## config.mk

```make
export PLATFORM = sky130hd
export DESIGN_NAME = sigmoid_deriv_sched
export DESIGN_NICKNAME = d
export VERILOG_FILES = /design/src/rtl/sigmoid_deriv_sched.sv
export SDC_FILE = /design/constraint.sdc
export NUM_CORES = 1
export LEC_CHECK = 0
export CAP_MARGIN = 30
export CELL_PAD_IN_SITES_DETAIL_PLACEMENT = 1
export CELL_PAD_IN_SITES_GLOBAL_PLACEMENT = 1
export CORE_MARGIN = 4
export CORE_UTILIZATION = 33
export CTS_CLUSTER_DIAMETER = 60
export DETAILED_ROUTE_END_ITERATION = 8
export PLACE_DENSITY = 0.88
export SLEW_MARGIN = 20
export SYNTH_ARGS = -nofsm -noshare
export SYNTH_HDL_FRONTEND = slang
export SYNTH_SLANG_ARGS = --single-unit
```

## constraint.sdc

```tcl
create_clock -name clk -period 5.28 [get_ports clk]
set_input_delay 1.056 -clock clk [delete_from_list [all_inputs] [get_ports clk]]
set_output_delay 1.056 -clock clk [all_outputs]
set_load 0.005 [all_outputs]
```

## src/rtl/sigmoid_deriv_sched.sv

```systemverilog
// Round-robin scheduler that shares one fixed-latency sigmoid-derivative unit
// between NREQ requesters. Operands go out on unit_in and results come back on
// unit_out LAT cycles later. A tag pipeline routes each result to the requester
// that issued the operand.
module sigmoid_deriv_sched #(
  parameter int unsigned NREQ = 4,
  parameter int unsigned LAT  = 12
) (
  input  logic                 clk,
  input  logic                 reset_n,
  input  logic                 en,
  input  logic                 flush,
  input  logic [NREQ-1:0]      req,
  input  logic [32*NREQ-1:0]   req_data,
  output logic [NREQ-1:0]      gnt,
  output logic [31:0]          unit_in,
  input  logic [31:0]          unit_out,
  output logic [NREQ-1:0]      res_valid,
  output logic [31:0]          res_data,
  output logic                 busy,
  output logic                 flush_done
);

  localparam int unsigned PtrW  = (NREQ > 1) ? $clog2(NREQ) : 1;
  localparam int unsigned CntW  = $clog2(LAT + 2);
  // Stage 0 launches together with unit_in; the remaining LAT stages match the
  // unit's latency, so the last stage lines up with the matching unit_out.
  localparam int unsigned Depth = LAT + 1;

  typedef enum logic [1:0] {StIdle, StRun, StDrain} state_e;

  state_e                       state_q, state_d;
  logic [PtrW-1:0]              ptr_q, ptr_d;
  logic [Depth-1:0]             vld_q, vld_d;
  logic [Depth-1:0][PtrW-1:0]   tag_q, tag_d;
  logic [CntW-1:0]              inflight_q, inflight_d;
  logic [31:0]                  unit_in_q, unit_in_d;
  logic [31:0]                  res_data_q, res_data_d;
  logic [NREQ-1:0]              res_valid_q, res_valid_d;
  logic                         flush_done_q, flush_done_d;

  logic [PtrW-1:0]              win;
  logic [PtrW-1:0]              cand;
  logic                         found;
  logic                         xfer;
  logic                         done;

  // Round-robin search starting at ptr; grants only while running and not flushing.
  always_comb begin
    gnt   = '0;
    win   = '0;
    cand  = '0;
    found = 1'b0;
    if (state_q == StRun && en && !flush) begin
      for (int k = 0; k < NREQ; k++) begin
        cand = PtrW'((32'(ptr_q) + 32'(k)) % NREQ);
        if (!found && req[cand]) begin
          found = 1'b1;
          win   = cand;
        end
      end
      if (found) gnt[win] = 1'b1;
    end
  end

  assign xfer = |(req & gnt);
  assign done = vld_q[Depth-1];

  // Datapath next state: pointer, operand register, tag pipeline, result, inflight.
  always_comb begin
    ptr_d       = ptr_q;
    unit_in_d   = unit_in_q;
    res_data_d  = res_data_q;
    res_valid_d = '0;
    inflight_d  = inflight_q;
    vld_d       = {vld_q[Depth-2:0], xfer};
    tag_d       = {tag_q[Depth-2:0], win};
    if (xfer) begin
      ptr_d     = (32'(win) == NREQ - 1) ? '0 : PtrW'(win + 1'b1);
      unit_in_d = req_data[32*win +: 32];
    end
    if (done) begin
      res_data_d                 = unit_out;
      res_valid_d[tag_q[Depth-1]] = 1'b1;
    end
    // A simultaneous issue and completion leaves the count unchanged.
    unique case ({xfer, done})
      2'b10:   inflight_d = inflight_q + 1'b1;
      2'b01:   inflight_d = inflight_q - 1'b1;
      default: inflight_d = inflight_q;
    endcase
  end

  // Control FSM: drain waits for every in-flight result before leaving.
  always_comb begin
    state_d      = state_q;
    flush_done_d = 1'b0;
    unique case (state_q)
      StIdle:  if (en) state_d = StRun;
      StRun:   if (flush || !en) state_d = StDrain;
      StDrain: begin
        if (inflight_q == '0) begin
          flush_done_d = 1'b1;
          state_d      = en ? StRun : StIdle;
        end
      end
      default: state_d = StIdle;
    endcase
  end

  // State registers; reset drops every in-flight tag so stale results never strobe.
  always_ff @(posedge clk or negedge reset_n) begin
    if (!reset_n) begin
      state_q      <= StIdle;
      ptr_q        <= '0;
      vld_q        <= '0;
      tag_q        <= '0;
      inflight_q   <= '0;
      unit_in_q    <= '0;
      res_data_q   <= '0;
      res_valid_q  <= '0;
      flush_done_q <= 1'b0;
    end else begin
      state_q      <= state_d;
      ptr_q        <= ptr_d;
      vld_q        <= vld_d;
      tag_q        <= tag_d;
      inflight_q   <= inflight_d;
      unit_in_q    <= unit_in_d;
      res_data_q   <= res_data_d;
      res_valid_q  <= res_valid_d;
      flush_done_q <= flush_done_d;
    end
  end

  assign unit_in    = unit_in_q;
  assign res_data   = res_data_q;
  assign res_valid  = res_valid_q;
  assign flush_done = flush_done_q;
  assign busy       = (state_q != StIdle) || (inflight_q != '0);

endmodule
```

cell_density.png
Drawn at 3 px/µm. 13 x 13 tiles, from black (low) to pale yellow (high), 0 to 100% covered.
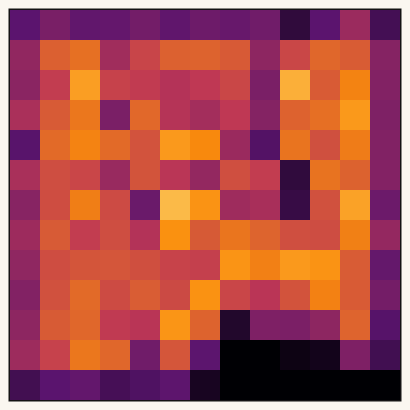
fullest tile: 85%
emptiest ninth of the die: lower right
densest ninth of the die: centre
Pre-Place Util: 0.338
core area: 0.0145 mm²
post-layout util: 0.560

clocks.png
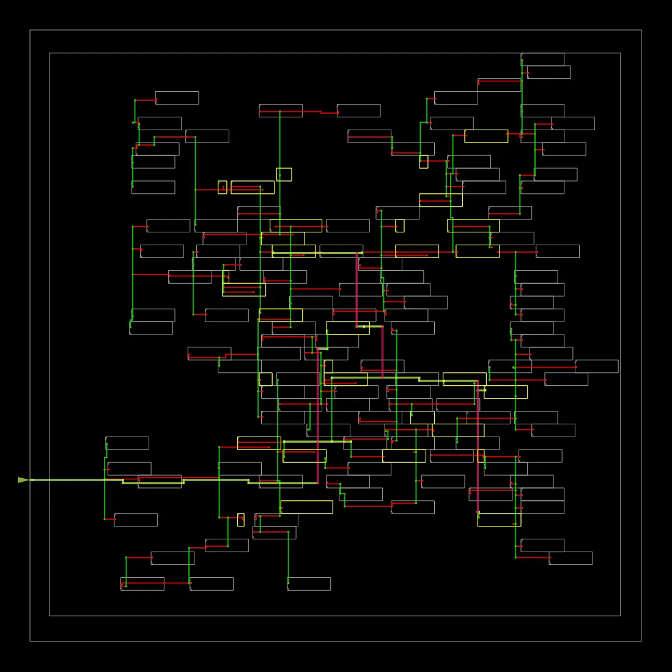
Worst Skew: 10.4 ps
Clk. pwr: 0.00117 W
number of CTS-inserted buffers: 17
clk sinks: 116
Clk Latency, worst-skew pair: 400 ps

io_placement.png
Drawn at 3 px/µm. Pins as bars across the die edge, other pins in grey.
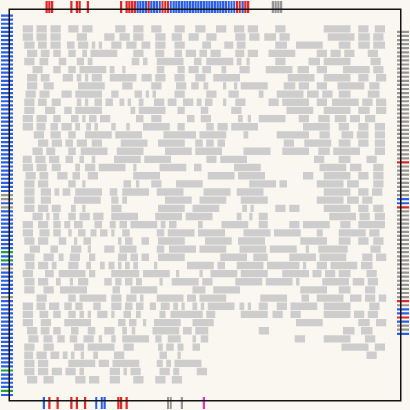
[`req`] green | pins: 4 | direction: input | edge: left
[`flush_done`] magenta | pins: 1 | direction: output | edge: bottom
[`req_data`] blue | pins: 128 | direction: input | edge: 85 left, 33 top, 6 right, 4 bottom
[`unit_in`] red | pins: 32 | direction: output | edge: 20 top, 8 bottom, 4 right
Die Wd: 130 µm
count of input and output buffers: 241
Vert. Die Dim: 130 µm

==> flow_summary.ini <==
; physical design summary
[detailed_routing]
dr.pass1.iters = 4
post_drt_wl_per_cell_um = 20.4
num_vias = 4343
final_antenna_net_count = 0
vias_per_cell = 5.14
drtIter0Drc = 98
drc = 0

[timing]
max_freq_mhz = 224
maxSlewHeadroom = 0.580
worst_pin_slew_ps = 630
hold_slack_ps = 345
rsz0062_at_grt = no
finalCritPeriodShare = 0.845
min_period_ps = 4460
slew_viol_final = 0
hold_viol_final = 0
setup_tns_ps = 0

[power_and_ir_drop]
leakage_nw = 3.39
p_per_area_mw_per_mm2 = 492
swShare = 0.298
power_frac_seq = 0.340
vdd_drop_max_v = 0.000261
switchingPower_w = 0.00119
p_int_w = 0.00281

[global_routing]
grt_max_degree = 55
top_usage_layer = met2
grtUsageMet2 = 0.343
grt_pass1_wl_um = 25900
overflow = 0
antenna_found_initial = 0

[logic_synthesis]
synthTopCellsByCount = dfrtp_1 (116), nand2_1 (36), o21a_1 (34)
aoi_share = 0.216
top_cell_area_share = 0.591
yosys_warnings = 0
syn_inst = 408
flop_cell = dfrtp_1
syn-num-nets = 580
synth.area.top_cells = dfrtp_1 (59%), mux2_2 (7.3%), o221ai_1 (5.5%), o21a_1 (5.2%), a211oi_1 (4.9%)
ys.flops = 116
synth_cell_type_count = 43
synth.area.mux_share = 0.0754
fa_ha_area_frac = 0.0117
postSynth.asyncResetShare = 1.00
edf_count = 0
syn_area_per_cell_um2 = 12.0
synth_area_leader_cell = dfrtp_1
logic_family = AND-OR/OR-AND gates
ys_cells = 408
yosysChipArea_mm2 = 0.00491
synth_top_cell_by_count = dfrtp_1
xor_area_frac = 0.00713

[flow_run]
warnings = 26
drv_cap = 0

[run_status]
status = finished clean

[clock_network]
clk_pin_slew_ps = 50
ctsHoldBuffers = 0
cts_tree = yes
cts-root-buf = clkbuf_16
cts_buffer_depth = 2
htree_levels = 4
post_cts_buffers = 0

[worst_setup_path]
cp.arrival_ps = 3400
crit_path_start_kind = input pin
crit_path_start = req[2]
critPathMaxFanout = 12
critical_path_class = in2out

[min_path]
min_path_type = reg2reg
worstHoldStart = tag_d[19]

[floorplanning]
io_pins = 242

[placed_design]
dp_hpwl_um = 13200
place_inst = 814

[finish]
fin_nets = 821
nFillCells = 1498
drive_gt1_frac = 0.120
wires.png
Drawn at 2 px/µm.
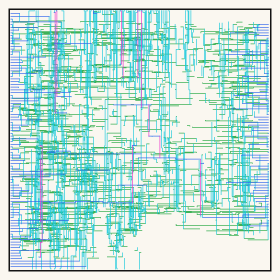
[metal 3] blue | wire length: 1500 µm
[metal 2] cyan | wire length: 8540 µm
[metal 4] magenta | wire length: 394 µm
[metal 1] green | wire length: 6770 µm
Tot GR Track Use: 0.202
final WL: 17200 µm

placement_by_type.png
Drawn at 2 px/µm.
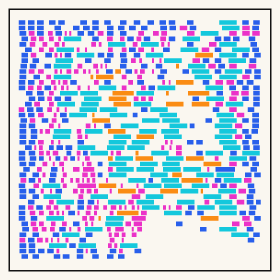
[clock drivers and dummy loads] orange | cells: 31
[remaining buffers and delay cells] blue | cells: 253
[sequential cells] cyan | cells: 116
[combinational and other logic] magenta | cells: 261
Final Instance Area: 0.00813 mm²
site row count: 44
Seq area share: 0.357

-- critical path, stage by stage --
cell	delay [ps]
clkdlybuf4s50_1	530
and2b_1	260
a311oi_4	600
or2_2	270
and3_1	180
clkdlybuf4s50_1	500
-- power groups by stage --
stage | clock network, W | logic (W) | registers [W]
after floorplan | 0 | 0.000614 | 0.00135
after global placement | 0 | 0.00142 | 0.00135
after detailed placement | 0 | 0.00148 | 0.00138
after global routing | 0.00125 | 0.00159 | 0.00140
after CTS | 0.00120 | 0.00149 | 0.00137
final | 0.00117 | 0.00147 | 0.00136
-- flip-flops by register name (all words and copies together) (netlist names) --
name / flops
tag_d: 24
vld_q: 13
state_q: 2
res_data: 32
flush_done: 1
tag_q: 2
inflight_q: 4
unit_in: 32
ptr_q: 2
res_valid: 4
-- logic make-up after synthesis --
kind of cell / Yosys count
xor gates and xnor gates: 4
adders and majority gates: 4
buffers and inverters: 38
AOI/OAI and AO/OA: 147
and+or+nand+nor: 66
muxes: 33
DFF: 116
-- worst paths after layout --
| path | endpoint | slack (ps) | cells past startpoint |
|---|---|---|---|
| max | gnt[0] | 820 | 6 |
| min reg2reg | tag_d[21] | 350 | 0 |
| min | tag_d[21] | 350 | 0 |
| max reg2reg | inflight_q[3] | 2430 | 11 |
| max in group asynchronous | vld_q[6] | 3610 | 3 |
| min in group asynchronous | res_data[31] | 600 | 1 |
-- routing by layer --
layer,up-vias,wire length [µm]
met5,-,0
met1,2107,6770
met4,0,394
met2,217,8540
li1,1994,-
met3,25,1500
-- area by class of cell --
cell class / count / area, µm² / share of cell area
sequential: 116 / 2900 / 0.357
timing repair buffer: 253 / 2520 / 0.310
multi-input combinational: 254 / 1850 / 0.227
clock buffer: 21 / 450 / 0.0554
tap: 184 / 230 / 0.0283
clock inverter: 10 / 156 / 0.0192
inverter: 7 / 26.3 / 0.00323
-- metrics by stage --
step / instance area, µm² / setup WS [ps] / utilization / power [W]
floorplan: 4910 / 2150 / - / 0.00197
global placement: 7500 / 896 / 0.516 / 0.00277
detailed placement: 7530 / 816 / 0.518 / 0.00286
CTS: 8130 / 817 / 0.560 / 0.00406
global route: 8130 / 691 / 0.560 / 0.00424
finish: 8130 / 820 / 0.560 / 0.00400
-- cell usage in the layout (no fill, tap or decap), types with 6 or more instances in the layout --
cell             synthesis  routed
o21ai_0                  6       6
dfrtp_1                116     116
clkdlybuf4s50_1          0     240
nand2_1                 36      36
o21ai_1                 30      30
clkbuf_16                0      17
inv_1                    6       6
nor2_1                   7       6
a211oi_1                32      32
o21a_1                  34      34
mux2_2                  32      32
buf_4                    0      12
o221ai_1                31      31
Power is estimated from default activity; no workload was simulated.
